===== src/rtl/smdr_stack.sv =====
// Save-MDR store: captures the resolved M-bus into a DEPTH-entry LIFO or FIFO
// and drives the head entry back onto the active-low wired-AND M-bus.
module smdr_stack #(
   parameter int WIDTH     = 32,
   parameter int DEPTH     = 4,
   parameter int FIFO_MODE = 0
) (
   input  logic                         b_clk_l,
   input  logic                         reset_l,
   input  logic [WIDTH-1:0]             mbus_l,
   input  logic                         save_l,
   input  logic                         restore_l,
   input  logic                         ena_smdr_l,
   input  logic                         clr_err_l,
   output logic [WIDTH-1:0]             mbus_out_l,
   output logic [$clog2(DEPTH+1)-1:0]   count_h,
   output logic                         empty_h,
   output logic                         full_h,
   output logic                         ovf_h,
   output logic                         unf_h
);

   localparam int CW = $clog2(DEPTH + 1);
   localparam int PW = (DEPTH > 1) ? $clog2(DEPTH) : 1;
   localparam logic [CW-1:0] CNT_FULL = CW'(DEPTH);
   localparam logic [PW-1:0] PTR_LAST = PW'(DEPTH - 1);

   logic [WIDTH-1:0] mem_q [DEPTH];
   logic [WIDTH-1:0] mem_d [DEPTH];
   logic [CW-1:0]    count_q, count_d;
   logic [PW-1:0]    wr_ptr_q, wr_ptr_d, rd_ptr_q, rd_ptr_d;
   logic             ovf_q, ovf_d, unf_q, unf_d;

   logic             do_save, do_restore;
   logic             ovf_evt, unf_evt;
   logic [PW-1:0]    top_idx, push_idx, head_idx, wr_next, rd_next;

   // Pointers wrap at DEPTH-1 explicitly so non-power-of-two depths work.
   function automatic logic [PW-1:0] ptr_inc(input logic [PW-1:0] p);
      return (p == PTR_LAST) ? '0 : p + 1'b1;
   endfunction

   assign do_save    = ~save_l;
   assign do_restore = ~restore_l;
   assign empty_h    = (count_q == '0);
   assign full_h     = (count_q == CNT_FULL);
   assign count_h    = count_q;
   assign ovf_h      = ovf_q;
   assign unf_h      = unf_q;

   assign top_idx  = PW'(count_q - 1'b1);
   assign push_idx = PW'(count_q);
   assign wr_next  = ptr_inc(wr_ptr_q);
   assign rd_next  = ptr_inc(rd_ptr_q);
   assign head_idx = (FIFO_MODE != 0) ? rd_ptr_q : top_idx;

   assign mbus_out_l = (!ena_smdr_l && !empty_h) ? mem_q[head_idx] : '1;

   always_comb begin
      mem_d    = mem_q;
      count_d  = count_q;
      wr_ptr_d = wr_ptr_q;
      rd_ptr_d = rd_ptr_q;
      ovf_evt  = 1'b0;
      unf_evt  = 1'b0;
      // A save paired with a restore on an empty store degenerates to a plain save.
      if (do_save && (!do_restore || empty_h)) begin
         if (full_h) begin
            ovf_evt = 1'b1;
         end else begin
            if (FIFO_MODE != 0) begin
               mem_d[wr_ptr_q] = mbus_l;
               wr_ptr_d        = wr_next;
            end else begin
               mem_d[push_idx] = mbus_l;
            end
            count_d = count_q + 1'b1;
         end
      end else if (do_restore && !do_save) begin
         if (empty_h) begin
            unf_evt = 1'b1;
         end else begin
            if (FIFO_MODE != 0) rd_ptr_d = rd_next;
            count_d = count_q - 1'b1;
         end
      end else if (do_save && do_restore) begin
         if (FIFO_MODE != 0) begin
            mem_d[wr_ptr_q] = mbus_l;
            wr_ptr_d        = wr_next;
            rd_ptr_d        = rd_next;
         end else begin
            mem_d[top_idx] = mbus_l;
         end
      end
      ovf_d = (ovf_q & clr_err_l) | ovf_evt;
      unf_d = (unf_q & clr_err_l) | unf_evt;
   end

   always_ff @(posedge b_clk_l) begin
      if (!reset_l) begin
         count_q  <= '0;
         wr_ptr_q <= '0;
         rd_ptr_q <= '0;
         ovf_q    <= 1'b0;
         unf_q    <= 1'b0;
      end else begin
         count_q  <= count_d;
         wr_ptr_q <= wr_ptr_d;
         rd_ptr_q <= rd_ptr_d;
         ovf_q    <= ovf_d;
         unf_q    <= unf_d;
      end
   end

   // Contents are meaningless while count is zero, so storage carries no reset.
   always_ff @(posedge b_clk_l) begin
      mem_q <= mem_d;
   end

endmodule

===== config.mk =====
export PLATFORM = sky130hd
export DESIGN_NAME = smdr_stack
export DESIGN_NICKNAME = d
export VERILOG_FILES = /design/src/rtl/smdr_stack.sv
export SDC_FILE = /design/constraint.sdc
export NUM_CORES = 1
export LEC_CHECK = 0
export CORE_MARGIN = 4
export CORE_UTILIZATION = 40
export DETAILED_ROUTE_END_ITERATION = 12
export SYNTH_ARGS = -nofsm -noshare
export SYNTH_HDL_FRONTEND = slang
export SYNTH_SLANG_ARGS = --single-unit

===== constraint.sdc =====
create_clock -name b_clk_l -period 5 [get_ports b_clk_l]
set_input_delay 1 -clock b_clk_l [delete_from_list [all_inputs] [get_ports b_clk_l]]
set_output_delay 1 -clock b_clk_l [all_outputs]
set_load 0.01 [all_outputs]

==> images/class_map.png <==
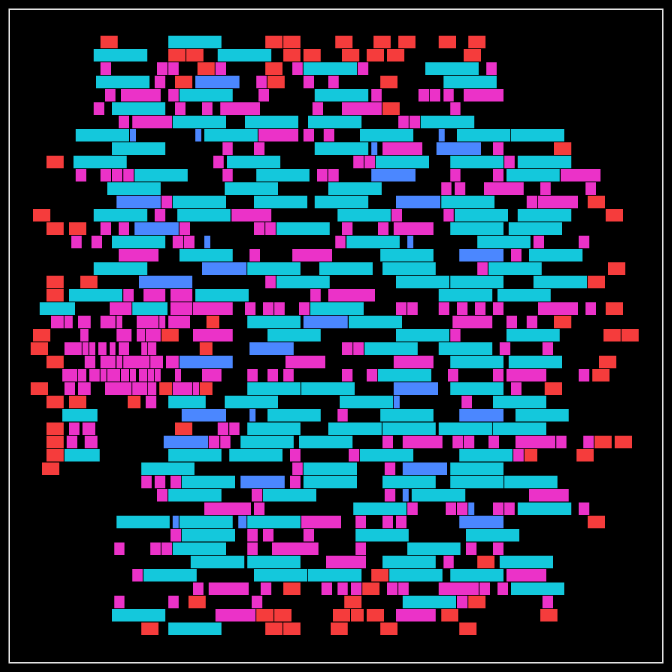
- sequential cells: cyan (cells 133; share of their area 53%)
- clock drivers and dummy loads: blue (cells 31; share of their area 7.1%)
- remaining buffers and delay cells: red (cells 83; share of their area 11%)
- remaining logic cells: magenta (cells 249; share of their area 29%)
Core Region: 15,260 um2
flop share of the area: 0.5106
num rows: 45
design area: 7726 um2

==> images/ff_map.png <==
Other sequential cells in the stronger gray, the rest of the logic in the fainter gray.
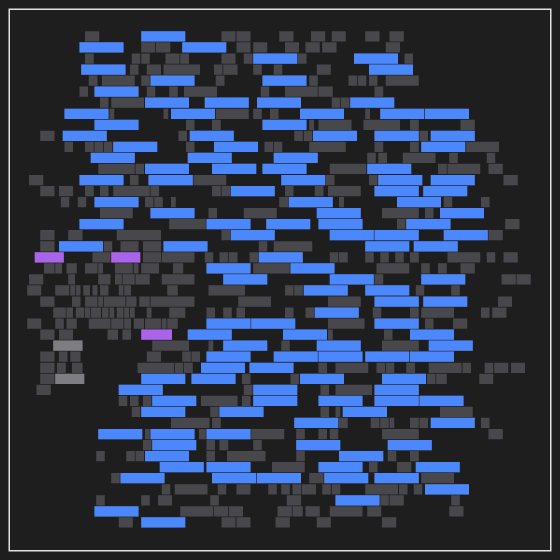
- `mem_q`: blue (placed flops 128)
- `count_h`: purple (placed flops 3)
- not colored: 2
Final Core Density: 0.5064
register area: 3945 um2
Flop+latch power: 1610 uW

==> images/gates.png <==
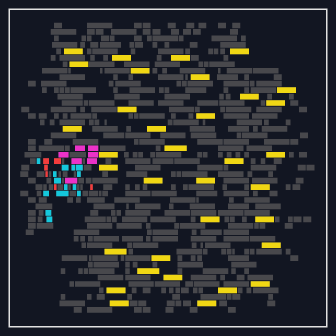
- aoi and oai cells: cyan (cells 14; most used a21oi_1; where west)
- mux cells: yellow (cells 34; most used mux4_2)
- nand cells: red (cells 6; most used nand2_1; where west)
- fa/ha/maj cells: magenta (cells 7; most used ha_1; where west)
logic share of the area: 0.2777
Top cell excl fill/tap: edfxtp_1

==> images/clock_nets.png <==
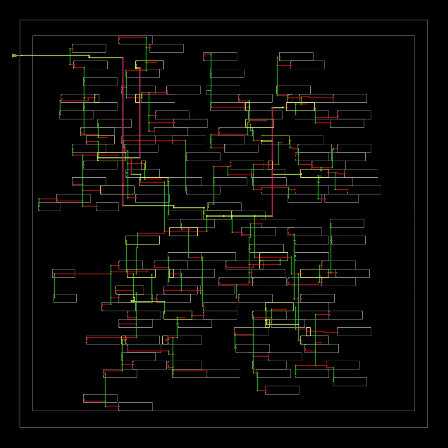
clock buffers: 23
Worst Skew: 0.006772 ns

==> impl_metrics.csv <==
group,metric,value,unit
layout,layout-drive-gt1-share,0.1371,
logic_synthesis,synthesis.nets,456,
worst_setup_path,timing.rr.end,"mem_q[108]",
worst_setup_path,cp_slowest_cell,"ha_2",
final_timing,holdWs,0.5628,ns
worst_setup_path,cp.required,4.00,ns
detailed_routing,firstDrtPassIters,4,
global_routing,gr-usage-met2,0.2836,
detailed_routing,wl_met2,7188,um
worst_setup_path,path_class,"reg -> out",
placement,gp_congestion,0.7566,
floorplan,die_x,133.0,um
layout,fill_cells,1325,
status,outcome,"complete, no violations",
final_timing,max_freq,234.9,MHz
logic_synthesis,logic_family,"simple AND/OR/NAND/NOR gates",
logic_synthesis,syn_inst,411,
floorplan,chipArea,17690,um2
global_routing,gr-max-usage-layer,"met2",
layout,instances_no_fill,707,
detailed_routing,wire_per_inst,19.43,um
detailed_routing,wl_met1,5996,um
layout,final_cell_mix,"128 x edfxtp_1, 76 x clkdlybuf4s50_1, 68 x nor2b_1",
logic_synthesis,synth-seq-cells,133,
layout,largest_class,"registers",
logic_synthesis,synthesis.area,6250,um2
min_path,hold_path.class,"reg -> reg",
logic_synthesis,yosys-stat-cells,411,
worst_setup_path,crit_path_end,"mbus_out_l[8]",
layout,largest-register,"mem_q",
logic_synthesis,edf_count,128,
worst_setup_path,crit_start,"count_h[1]",
detailed_routing,totalWireLength,13740,um
power,power.leakage,0.002546,uW
logic_synthesis,yosys-stat-area,6250,um2
detailed_routing,top_layer,"met4",
placement,place_ws,1.131,ns
global_routing,grt_max_degree,37,
power,powerDensity,566.3,nW/um2
global_routing,antenna_found_initial,0,
logic_synthesis,ys_sh_xor,0.002803,
layout,final-comb-area,2146,um2
worst_setup_path,critPathBufInv,3,
worst_setup_path,r2r_start,"count_h[0]",
logic_synthesis,mux_area_frac,0.1203,
detailed_routing,drt_iter0_drc,245,
worst_setup_path,rrSetupSlack,1.92,ns
floorplan,fp-utilization,0.4096,
power,pwr-share-seq,0.369,
worst_setup_path,crit_family,"buffers and inverters",
cts,numCtsBuffers,17,
power,clkPwrFrac,0.259,
layout,clk_share,0.06883,
detailed_routing,routed-wl-met3,434,um
logic_synthesis,simple_gate_share,0.1804,
logic_synthesis,adder_share,0.01401,
placement,io_buffers,76,
worst_setup_path,crit_chain,"inv_1, ha_2, buf_4, mux4_2, or3_1, clkdlybuf4s50_1",
cts,insertion_delay,0.40,ns
global_routing,use_met1,0.1994,
power,power.total,4375,uW
final_timing,worst_slack,0.7422,ns
run,warning_count,32,
Power figures rest on the tool's default switching activity, not on a simulated workload.
